Figure 1. Metal 2.
The bar under the picture is 100 um long.
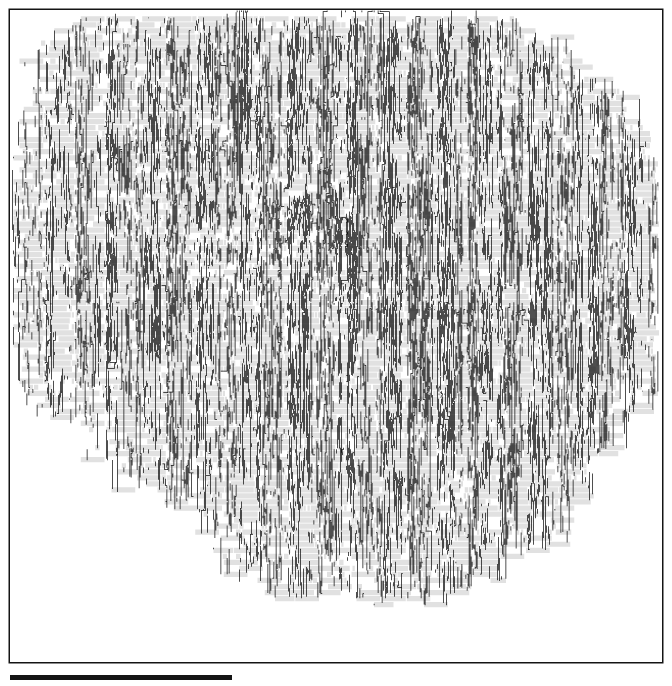
Figure 2. Metal 1.
The bar under the picture is 100 um long. Supply wires on this layer in gray.
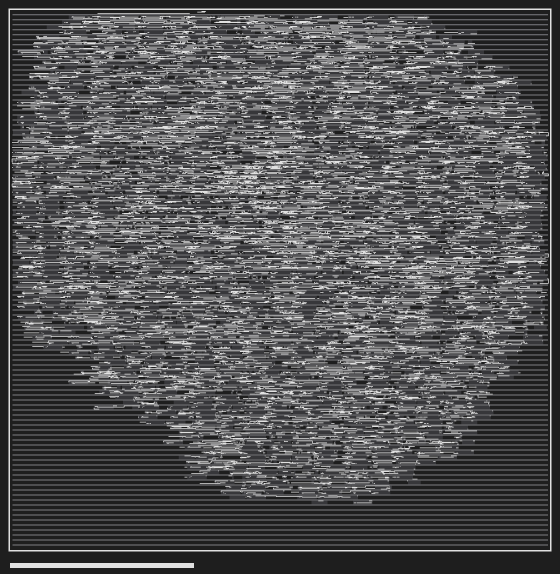
Figure 3. Congestion heat map.
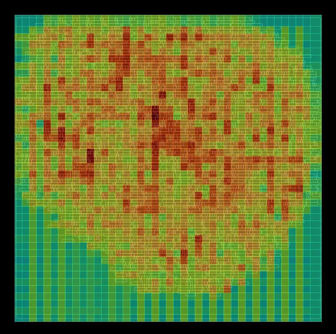
Figure 4. Drive-strength map.
The bar under the picture is 100 um long.
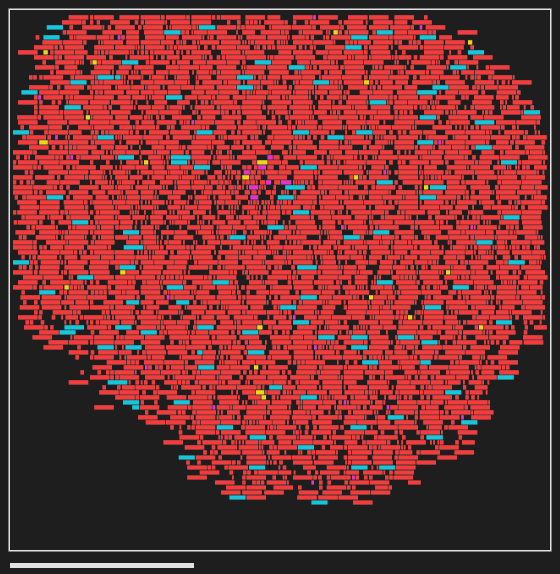
Figure 5. Close-up of the layout.
The bar under the picture is 10 um long. Window x 127 to 167, y 68 to 108 um. Cells in gray, sequential cells in the stronger gray; small squares are vias.
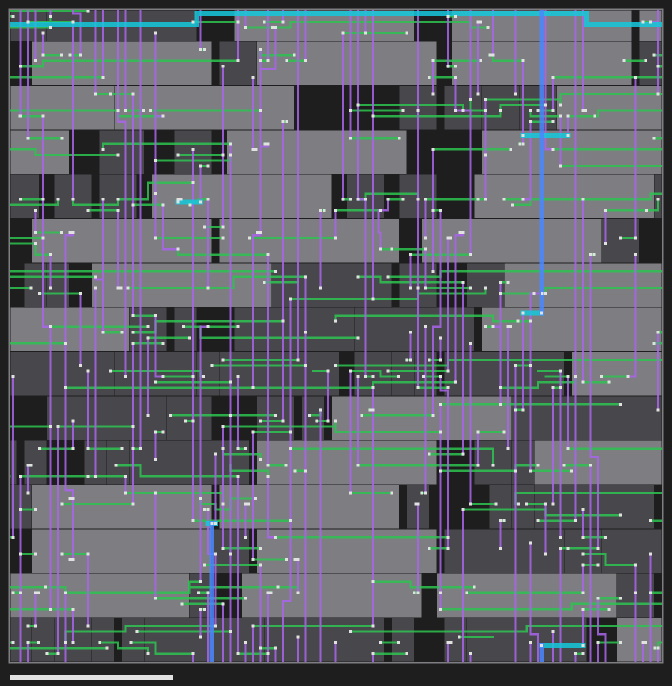
==> config.mk <==
export PLATFORM = sky130hd
export DESIGN_NAME = fir
export DESIGN_NICKNAME = d
export VERILOG_FILES = /design/src/rtl/fir.sv
export SDC_FILE = /design/constraint.sdc
export NUM_CORES = 2
export LEC_CHECK = 0
export CORE_MARGIN = 1
export CORE_UTILIZATION = 60
export CTS_CLUSTER_SIZE = 40
export DETAILED_ROUTE_END_ITERATION = 6
export DONT_BUFFER_PORTS = 1
export PLACE_DENSITY = 0.85
export SYNTH_ARGS = -nofsm -noshare
export SYNTH_HDL_FRONTEND = slang
export SYNTH_SLANG_ARGS = --single-unit
==> constraint.sdc <==
create_clock -name clk -period 20.8 [get_ports clk]
set_clock_uncertainty 0.1 [all_clocks]
set_input_delay 4.16 -clock clk [delete_from_list [all_inputs] [get_ports clk]]
set_output_delay 4.16 -clock clk [all_outputs]
set_load 0.02 [all_outputs]
==> notes.md <==
Notes on the physical implementation.

- The setup slack after placement is 12600 ps, for reference.
- After floorplanning, the die was sized to cover 86300 um2.
- The clock transition at the registers of the reported paths is 60 ps, for reference.
- The worst path uses 39.7% of the clock period.
- The buffer_ports step reported a buffer count of 0.
- The data required time reported for the critical path is 21300 ps.
- The y dimension of the die is 294 um, for reference.
- Yosys reports that the most numerous cell types are sky130_fd_sc_hd__edfxtp_1, sky130_fd_sc_hd__inv_1, sky130_fd_sc_hd__and2_1, sky130_fd_sc_hd__fa_1, sky130_fd_sc_hd__nor2b_1.
- The via count of the first global-routing pass is 26479.
- The final layout contains 4199 nets.
- The clock buffer instance count of the final layout is 120, for reference.
- After Yosys synthesis, full adders, half adders and majority gates account for 21.7% of the synthesized area.
- The initial utilization of the core area, before any placement, comes to 60.8%.
- After detailed placement, the total cell area comes to 52200 um2.
- The worst setup path is launched from a flop.
- STA lists the maximum fanout along the critical path as 7.
- The number of nets handed over by synthesis was 4193.
- The top flip-flop cell by instance count after synthesis is sky130_fd_sc_hd__edfxtp_1, for reference.
- Summing the areas of all xor and xnor instances in the mapped netlist gives 0.0858% of the synthesized area.
- The max-slew violation count is 0, for reference.
- TritonCTS created 98 clock buffers.
- The post-synthesis chip area from yosys is 51000 um2, for reference.
- The OpenROAD warning count is 42, for reference.
- The core occupancy in the finished layout is 65.9%, for reference.
- The insertion delay at the late pin of the worst-skew pair is 660 ps, for reference.
- In this run, synthesis inferred 976 flip-flops with an integrated enable.
- In the log, the iteration count for the first detailed-route pass is 5.
- The largest incremental delay on the critical path is 630 ps, for reference.
- The flow ran to the end, and the final reports show no timing, DRC or antenna violations.
- 20 I/O pins were placed.
- The highest-delay cell along the critical path is sky130_fd_sc_hd__fa_1, for reference.
- The worst relative slew slack is 23.7%, for reference.
- The depth of the most critical reg-to-reg path is 22, for reference.
- After global routing the overflow that remains totals 0.
- The layout report lists the multi-input gate area as 17800 um2.
- In this run the remaining antenna-violating nets after routing total 0.
- The kind of critical path is flop to flop, for reference.
- The root buffer selected by CTS is sky130_fd_sc_hd__clkbuf_16, for reference.
- The buffer depth of the longest clock path is 3, for reference.
- The post-CTS setup buffer count is 0, for reference.
- The remaining design rule violation count is 0, for reference.
- Using the TritonRoute via totals, the vias-per-cell ratio works out to 5.05.
- In the per-layer breakdown of the detailed-route log, met1 shows 35500 um.
- The filler cells instantiated in the layout total 5437.
- The mapped cell area is 51000 um2, for reference.
- The cell kind with the greatest summed area is registers, for reference.
- The count of endpoints failing hold in the final timing report is 0, for reference.
- Yosys printed 0 warnings.
- The first-pass GRT wire length is 142000 um, for reference.
- The basic-gate share of the synthesized area counting and, or, nand and nor cells is 12.4%, for reference.
- In the detailed route, the total length drawn on met3 is 4610 um.
- Per the log, the first TritonRoute iteration ended with a DRC count of 2124.
- The number of cell instances after yosys synthesis is 3611, for reference.
- The repair_antennas step left the layout with diodes totalling 3.
- The cell accounting for the most synthesized area is sky130_fd_sc_hd__edfxtp_1, for reference.
- The critical path goes through fa_1 -> inv_1 -> fa_1 -> fa_1 -> inv_1 -> fa_1 -> fa_1 -> fa_1 -> fa_1 -> inv_1 -> fa_1 -> inv_1 -> fa_1 -> ha_1 -> a21oi_1 -> inv_1 -> a2111oi_0 -> nor2_1 -> xor2_1 -> nor4b_1 -> nor4_2 -> a221o_1.
- Entering global routing, the biggest net connects 224 pins.
- The critical path contains buffers and inverters numbering 5 combined.
- The share of async-settable or async-resettable flops after synthesis is 0%, for reference.
- The routed wire length on met2 is 44400 um, for reference.
- The final design was reported to hold multi-input combinational gates totalling 1641.
- Cells with a size suffix above 1 make up 4.43% of the layout.
- The aoi/oai-family share of the synthesized area is 0.735%, for reference.
- The total track usage is 21.5%, for reference.
- The combinational share of cell area is 32.3%, for reference.
- Per the post-synthesis stats, the area per cell is 14.1 um2.
- The final standard cell count with taps included and fillers excluded is 4835, for reference.
- The most used routing layer in global routing is met2, for reference.
- Routability-driven placement finished with a final weighted congestion of 0.836.
- The clock H-tree reported by CTS has 3 levels.
- The total negative setup slack is 0 ps, for reference.
- Among logic cells in the layout, the one with the most instances is sky130_fd_sc_hd__edfxtp_1.
- Across the run, the number of max-cap violations was 0.
- The placed cell count is 4651, for reference.
About Figure 1:
nets with wire on the layer: 3683
share of all routed wire: 51%
vias: 24423
WL final: 87000 um
met2 track demand over resource in global routing: 36.3%

About Figure 2:
share of all routed wire: 41%
wire length on this layer: 35.5 mm
main direction: horizontal
nets with wire on the layer: 4137
GR Util met1: 28.9%

About Figure 3:
met3 capacity usage during global routing: 3.77%
routed len/inst: 18.0 um

About Figure 4:
legend:
  red:
    size: _0 and _1 cells
    cells: 3534
    share: 96%
  magenta:
    size: _2 cells
    cells: 28
    share: 0.76%
  yellow:
    size: _3 and _4 cells
    cells: 22
    share: 0.59%
  cyan:
    size: _6 and larger
    cells: 114
    share: 3.1%
layout buffer count excluding clock buffers: 14
synth-to-layout area growth: 8.32%
final worst slack: 12540 ps
final design instance area without fill: 55300 um2

About Figure 5:
legend:
  green:
    layer: metal 1
  blue:
    layer: metal 4
  purple:
    layer: metal 2
  cyan:
    layer: metal 3
cells with their middle in the window: 94
sequential cells in the window: 30
most frequent: edfxtp_1 (29), and2_1 (24), inv_1 (18)

